### The metal 2 layer

Cells faint in the background.
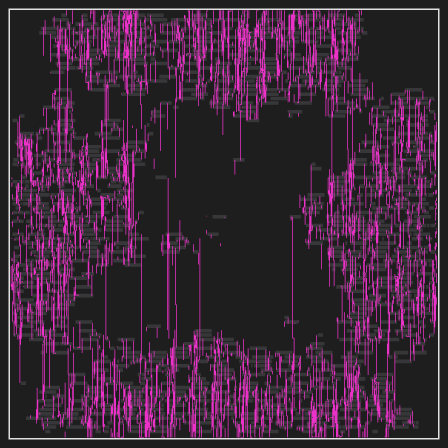
### Placement density heat map

The die is cut into 27 by 27 equal tiles; white is low, dark blue is high, 0 to 100% covered.
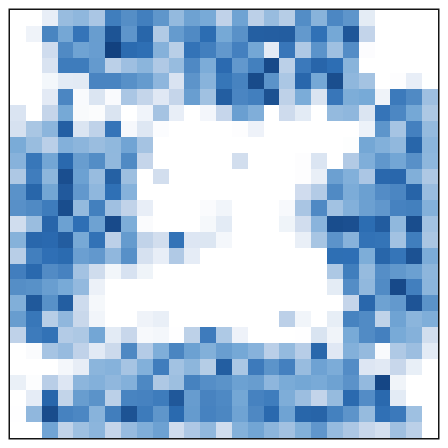
### Cell placement

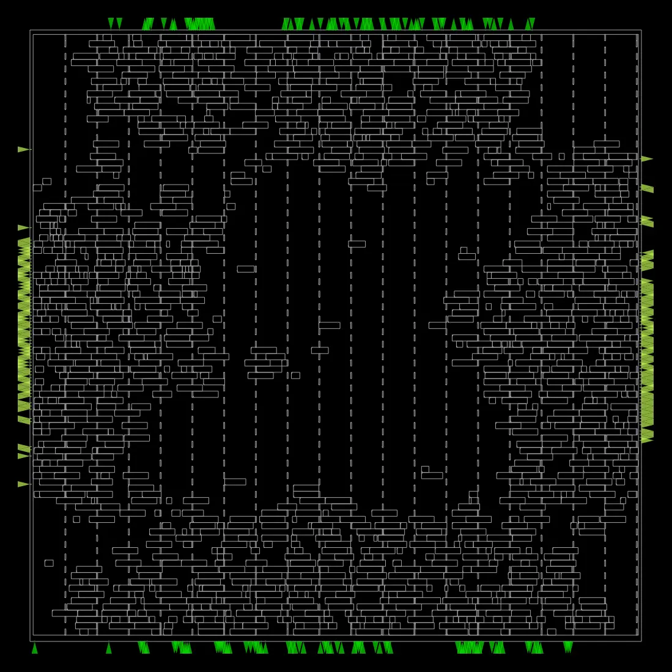
### Sequential cells grouped by signal name

Other sequential cells in the stronger grey, the rest of the logic in the fainter grey.
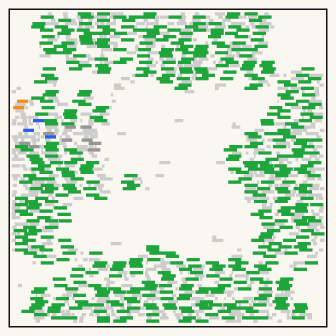
### Met1 routing

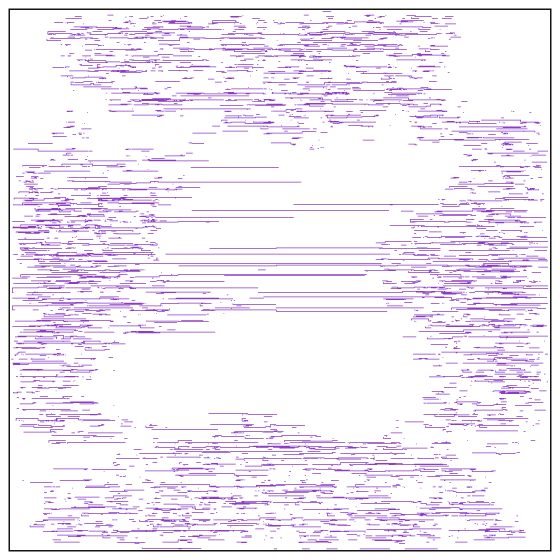
## src/rtl/chi_link_pkg.sv

```systemverilog
// Shared definitions for the CHI link-layer receive path: link state
// encoding, credit ceiling and the credit-return opcode.
package chi_link_pkg;

  typedef enum logic [1:0] {
    STOP       = 2'd0,
    ACTIVATE   = 2'd1,
    RUN        = 2'd2,
    DEACTIVATE = 2'd3
  } link_state_e;

  // Largest L-credit count the link layer can hold outstanding.
  localparam int LCRD_MAX = 15;

  // Opcode value that marks an L-credit-return flit.
  localparam int OPC_LCRDRETURN = 0;

endpackage

```

## src/rtl/chi_link_rx_if.sv

```systemverilog
// Inbound CHI channel bundle: the transmitter-facing link signals plus the
// valid/ready stream toward the home-node logic. The receiver uses the
// slave modport; the transmitter/consumer side uses master.
interface chi_link_rx_if #(
  parameter int FLIT_W = 128
) ();

  logic              rx_linkactivereq;
  logic              rx_linkactiveack;
  logic              rx_flitpend;
  logic              rx_flitv;
  logic [FLIT_W-1:0] rx_flit;
  logic              rx_lcrdv;
  logic              out_valid;
  logic              out_ready;
  logic [FLIT_W-1:0] out_flit;

  modport master (
    output rx_linkactivereq,
    output rx_flitpend,
    output rx_flitv,
    output rx_flit,
    output out_ready,
    input  rx_linkactiveack,
    input  rx_lcrdv,
    input  out_valid,
    input  out_flit
  );

  modport slave (
    input  rx_linkactivereq,
    input  rx_flitpend,
    input  rx_flitv,
    input  rx_flit,
    input  out_ready,
    output rx_linkactiveack,
    output rx_lcrdv,
    output out_valid,
    output out_flit
  );

endinterface

```

## src/rtl/chi_link_fifo.sv

```systemverilog
// Synchronous FIFO with modulo-DEPTH pointers (DEPTH need not be a power of
// two). Callers guarantee no push when full and no pop when empty; the
// credit scheme upstream makes overflow impossible.
module chi_link_fifo #(
  parameter  int W     = 128,
  parameter  int DEPTH = 4,
  localparam int CW    = $clog2(DEPTH + 1),
  localparam int PW    = (DEPTH > 1) ? $clog2(DEPTH) : 1
) (
  input  logic          clock,
  input  logic          reset,
  input  logic          push,
  input  logic [W-1:0]  push_data,
  input  logic          pop,
  output logic [W-1:0]  head,
  output logic [CW-1:0] count
);

  logic [W-1:0]  mem [DEPTH];
  logic [PW-1:0] wr_ptr;
  logic [PW-1:0] rd_ptr;

  function automatic logic [PW-1:0] bump(input logic [PW-1:0] p);
    return (p == PW'(DEPTH - 1)) ? '0 : p + 1'b1;
  endfunction

  // Storage write.
  // NOTE: the array has no reset; pointers and count define what is valid,
  // and resetting wide storage only costs flops and routing.
  always_ff @(posedge clock) begin
    if (push) mem[wr_ptr] <= push_data;
  end

  // Pointer and occupancy bookkeeping; simultaneous push and pop keep count.
  // NOTE: sequential state uses non-blocking assignments so every flop
  // samples the pre-edge values regardless of statement order.
  always_ff @(posedge clock or posedge reset) begin
    if (reset) begin
      wr_ptr <= '0;
      rd_ptr <= '0;
      count  <= '0;
    end else begin
      if (push) wr_ptr <= bump(wr_ptr);
      if (pop)  rd_ptr <= bump(rd_ptr);
      if (push && !pop)      count <= count + 1'b1;
      else if (pop && !push) count <= count - 1'b1;
    end
  end

  assign head = mem[rd_ptr];

endmodule

```

## src/rtl/chi_link_rx.sv

```systemverilog
// CHI link-layer receiver for one inbound channel: link-activation FSM,
// L-credit issue and tracking, credit-return absorption, flit buffering and
// a sticky error flag for flits that arrive without a credit.
module chi_link_rx
  import chi_link_pkg::*;
#(
  parameter  int FLIT_W  = 128,
  parameter  int DEPTH   = 4,
  parameter  int OPC_LSB = 28,
  parameter  int OPC_W   = 7,
  localparam int CW      = $clog2(DEPTH + 1)
) (
  input  logic          clock,
  input  logic          reset,
  chi_link_rx_if.slave  bus,
  output logic [CW-1:0] crd_out,
  output link_state_e   link_state,
  output logic          err
);

  if (DEPTH < 1 || DEPTH > LCRD_MAX) begin : g_bad_depth
    $error("chi_link_rx: DEPTH must be within 1..LCRD_MAX");
  end

  localparam logic [CW:0] DEPTH_W = (CW + 1)'(DEPTH);

  link_state_e       state;
  link_state_e       state_nxt;
  logic              ack;
  logic [CW-1:0]     crd;
  logic [CW-1:0]     fifo_count;
  logic [CW:0]       used;
  logic              issue;
  logic              lcrdv_q;
  logic              take;
  logic              is_ret;
  logic              push;
  logic              pop;
  logic              valid;
  logic              err_q;
  logic [OPC_W-1:0]  opcode;
  logic [FLIT_W-1:0] head;
  logic              unused_flitpend;

  assign unused_flitpend = bus.rx_flitpend;

  assign opcode = bus.rx_flit[OPC_LSB +: OPC_W];
  assign is_ret = (opcode == OPC_W'(OPC_LCRDRETURN));

  // A flit is only honoured when the transmitter actually holds a credit.
  assign take  = bus.rx_flitv && (crd != '0);
  assign push  = take && !is_ret;
  assign valid = (fifo_count != '0);
  assign pop   = valid && bus.out_ready;

  // Credits plus buffered flits never exceed DEPTH, so the FIFO cannot
  // overflow. The request term stops issue as soon as deactivation starts.
  assign used  = {1'b0, crd} + {1'b0, fifo_count};
  assign issue = (state == RUN) && bus.rx_linkactivereq && (used < DEPTH_W);

  // Link-state register.
  always_ff @(posedge clock or posedge reset) begin
    if (reset) state <= STOP;
    else       state <= state_nxt;
  end

  // Next-state and acknowledge decode.
  // NOTE: every output of this block gets a default first, so no path can
  // leave one unassigned and infer a latch.
  always_comb begin
    state_nxt = state;
    ack       = 1'b1;
    case (state)
      STOP: begin
        ack = 1'b0;
        if (bus.rx_linkactivereq) state_nxt = ACTIVATE;
      end
      ACTIVATE:   state_nxt = RUN;
      RUN:        if (!bus.rx_linkactivereq) state_nxt = DEACTIVATE;
      DEACTIVATE: if (crd == '0) state_nxt = STOP;
      default:    state_nxt = STOP;
    endcase
  end

  // Outstanding-credit counter and registered credit grant.
  always_ff @(posedge clock or posedge reset) begin
    if (reset) begin
      crd     <= '0;
      lcrdv_q <= 1'b0;
    end else begin
      lcrdv_q <= issue;
      if (issue && !take)      crd <= crd + 1'b1;
      else if (take && !issue) crd <= crd - 1'b1;
    end
  end

  // Sticky protocol error: a flit with no credit held by the transmitter.
  always_ff @(posedge clock or posedge reset) begin
    if (reset)                          err_q <= 1'b0;
    else if (bus.rx_flitv && crd == '0) err_q <= 1'b1;
  end

  chi_link_fifo #(
    .W     (FLIT_W),
    .DEPTH (DEPTH)
  ) u_fifo (
    .clock     (clock),
    .reset     (reset),
    .push      (push),
    .push_data (bus.rx_flit),
    .pop       (pop),
    .head      (head),
    .count     (fifo_count)
  );

  assign bus.rx_linkactiveack = ack;
  assign bus.rx_lcrdv         = lcrdv_q;
  assign bus.out_valid        = valid;
  assign bus.out_flit         = valid ? head : '0;
  assign crd_out              = crd;
  assign link_state           = state;
  assign err                  = err_q;

endmodule
```

## src/flat_wrapper.sv

```systemverilog
// flat-port wrapper written by rule: the top's interface ports become plain ports
module chi_link_rx_flat import chi_link_pkg::*;
#(
  parameter  int FLIT_W  = 128,
  parameter  int DEPTH   = 4,
  parameter  int OPC_LSB = 28,
  parameter  int OPC_W   = 7,
  localparam int CW      = $clog2(DEPTH + 1)
)
  (clock, reset, crd_out, link_state, err, bus_rx_linkactivereq, bus_rx_flitpend, bus_rx_flitv, bus_rx_flit, bus_out_ready, bus_rx_linkactiveack, bus_rx_lcrdv, bus_out_valid, bus_out_flit);
  chi_link_rx_if #(.FLIT_W(FLIT_W)) bus_i ();
  input  logic clock;
  input  logic reset;
  output logic [CW-1:0] crd_out;
  output link_state_e link_state;
  output logic err;
  input wire logic [$bits(bus_i.rx_linkactivereq)-1:0] bus_rx_linkactivereq;
  input wire logic [$bits(bus_i.rx_flitpend)-1:0] bus_rx_flitpend;
  input wire logic [$bits(bus_i.rx_flitv)-1:0] bus_rx_flitv;
  input wire logic [$bits(bus_i.rx_flit)-1:0] bus_rx_flit;
  input wire logic [$bits(bus_i.out_ready)-1:0] bus_out_ready;
  output wire logic [$bits(bus_i.rx_linkactiveack)-1:0] bus_rx_linkactiveack;
  output wire logic [$bits(bus_i.rx_lcrdv)-1:0] bus_rx_lcrdv;
  output wire logic [$bits(bus_i.out_valid)-1:0] bus_out_valid;
  output wire logic [$bits(bus_i.out_flit)-1:0] bus_out_flit;
  assign bus_i.rx_linkactivereq = bus_rx_linkactivereq;
  assign bus_i.rx_flitpend = bus_rx_flitpend;
  assign bus_i.rx_flitv = bus_rx_flitv;
  assign bus_i.rx_flit = bus_rx_flit;
  assign bus_i.out_ready = bus_out_ready;
  assign bus_rx_linkactiveack = bus_i.rx_linkactiveack;
  assign bus_rx_lcrdv = bus_i.rx_lcrdv;
  assign bus_out_valid = bus_i.out_valid;
  assign bus_out_flit = bus_i.out_flit;
  chi_link_rx #(.FLIT_W(FLIT_W), .DEPTH(DEPTH), .OPC_LSB(OPC_LSB), .OPC_W(OPC_W)) u_core (.clock(clock), .reset(reset), .bus(bus_i), .crd_out(crd_out), .link_state(link_state), .err(err));
endmodule
```

## config.mk

```make
export PLATFORM = sky130hd
export DESIGN_NAME = chi_link_rx_flat
export DESIGN_NICKNAME = d
export VERILOG_FILES = /design/src/rtl/chi_link_pkg.sv /design/src/rtl/chi_link_rx_if.sv /design/src/rtl/chi_link_fifo.sv /design/src/rtl/chi_link_rx.sv /design/src/flat_wrapper.sv
export SDC_FILE = /design/constraint.sdc
export NUM_CORES = 1
export LEC_CHECK = 0
export ABC_AREA = 0
export CORE_UTILIZATION = 29
export DETAILED_ROUTE_END_ITERATION = 16
export PLACE_DENSITY = 0.6
export SLEW_MARGIN = 20
export SYNTH_ARGS = -nofsm -noshare
export SYNTH_HDL_FRONTEND = slang
export SYNTH_SLANG_ARGS = --single-unit
```

## constraint.sdc

```tcl
create_clock -name clock -period 5.6 [get_ports clock]
set_clock_uncertainty 0.05 [all_clocks]
set_input_delay 1.12 -clock clock [delete_from_list [all_inputs] [get_ports clock]]
set_output_delay 1.12 -clock clock [all_outputs]
set_load 0.005 [all_outputs]
```

==> changes_impl.md <==
## Flow update

- Status: complete, no violations
- Placement Setup Slack: 1.40 ns
- Starting DRT DRC Count: 550
- CTS buffer count: 58
- Stage-log warning count: 32
- NumNets Final: 1343
- Die height: 266 um
- Worst hold endpoint: u_core.err$_DFFE_PP0P_
- Net Switching: 3.89 mW
- HPWL Detailed: 24.9 mm
- R2r startpoint: u_core.u_fifo.count[0]$_DFFE_PP0P_
- Syn Nets: 1034
- Worst Path Buf+Inv: 2
- Layout cells sized above 1: 19.9%
- Sw frac: 27.8%
- Antenna violation net count after detailed routing: 0
- Busiest grt layer: met2
- Flop pwr share: 39.4%
- Worst Path Arrival: 3.17 ns
- Actual slew at the worst max-slew pin: 0.861 ns
- Post-CTS sizing: 0
- Final setup fails: 0
- Std cell rows: 96
- Final routed DRC violation total: 0
- Htree depth: 2
- Highest Clock Rate: 231 MHz
- Synth Area in Adders: 0.942%
- Number of enable flip-flop cells: 512
- DP Area: 24100 sq um
- Die area: 70600 sq um
- Unique cell types: 29
- WP depth: 4
- Fin area: 25900 sq um
- Post-layout period usage: 77.4%
- R2r endpoint: u_core.u_fifo.count[2]$_DFFE_PP0P_
- Final RePlAce weighted congestion: 0.722
- Largest net degree at the start of global routing: 85
- AO/OA Area Share: 0.273%
-- 'The metal 2 layer' (at the start) --
longest straight run: 81.4 um
share of all routed wire: 48%
final wirelength: 43.8 mm
met2 global-route usage: 20.3%
routed via count: 9642

-- 'Placement density heat map' (at the start) --
fullest tile: 93%
emptiest ninth of the die: middle
tiles over 75% full: 8.2%
Initial Util: 29.4%
Core Footprint: 68700 sq um
fin util: 37.7%

-- 'Cell placement' (at the start) --
flop count: 526
number of fill cells: 6364
Tap Cells: 931
non-filler cells, final: 2176

-- 'Sequential cells grouped by signal name' (at the start) --
[`u_core.crd_out`] blue | placed flops: 3
[`u_core.link_state`] orange | placed flops: 2
[`u_core.u_fifo.mem`] green | placed flops: 512 | where: widely spread
not coloured: 9
P_seq: 5.52 mW
Reg area: 15700 sq um
sequential share of cell area: 60.8%

-- 'Met1 routing' (at the start) --
wire length on this layer: 19200 um
nets with wire on the layer: 1236
longest straight run: 139 um
main direction: horizontal
share of all routed wire: 44%
met1 usage: 16.0%

-- placed cells by master, fill, tap and decap left out, types with 3 or more instances in the layout --
| cell | n |
|---|---|
| bufinv_16 | 4 |
| dfrtp_1 | 12 |
| buf_4 | 15 |
| a21oi_1 | 3 |
| clkbuf_1 | 11 |
| buf_12 | 8 |
| ha_1 | 12 |
| mux4_2 | 128 |
| nor2_1 | 4 |
| inv_6 | 4 |
| xor2_1 | 4 |
| clkdlybuf4s50_1 | 269 |
| and2_1 | 128 |
| and2_4 | 4 |
| mux2_2 | 7 |
| clkinvlp_4 | 3 |
| clkinv_1 | 16 |
| inv_1 | 8 |
| clkbuf_16 | 58 |
| clkinv_2 | 11 |
| edfxtp_1 | 512 |
-- flip-flops by register name (all words and copies together), names as in the netlist --
name	count
u_core.err	1
u_core.bus.rx_lcrdv	1
u_core.u_fifo.rd_ptr	2
u_core.crd_out	3
u_core.u_fifo.wr_ptr	2
u_core.u_fifo.count	3
u_core.u_fifo.mem	512
u_core.link_state	2
-- power by group through the flow --
stage | Combinational, mW | Sequential [mW] | Clock [mW]
3_5_place_dp | 5.02 | 5.62 | 0
4_1_cts | 5.05 | 5.54 | 3.72
5_1_grt | 5.29 | 5.60 | 3.86
3_3_place_gp | 5.01 | 5.57 | 0
6_report | 4.88 | 5.52 | 3.60
2_1_floorplan | 2.64 | 5.51 | 0
-- area by class of cell --
type,count,area (sq um),area share [%]
Sequential cell,526,15700,60.8
Inverter,8,30.0,0.116
Clock buffer,69,1490,5.77
Timing Repair Buffer,292,2970,11.5
Antenna cell,2,5.00,0.0193
Clock inverter,39,309,1.19
Multi-Input combinational cell,309,4170,16.1
Tap cell,931,1160,4.50
No activity file was given, so power comes from the tool's default toggle rates.
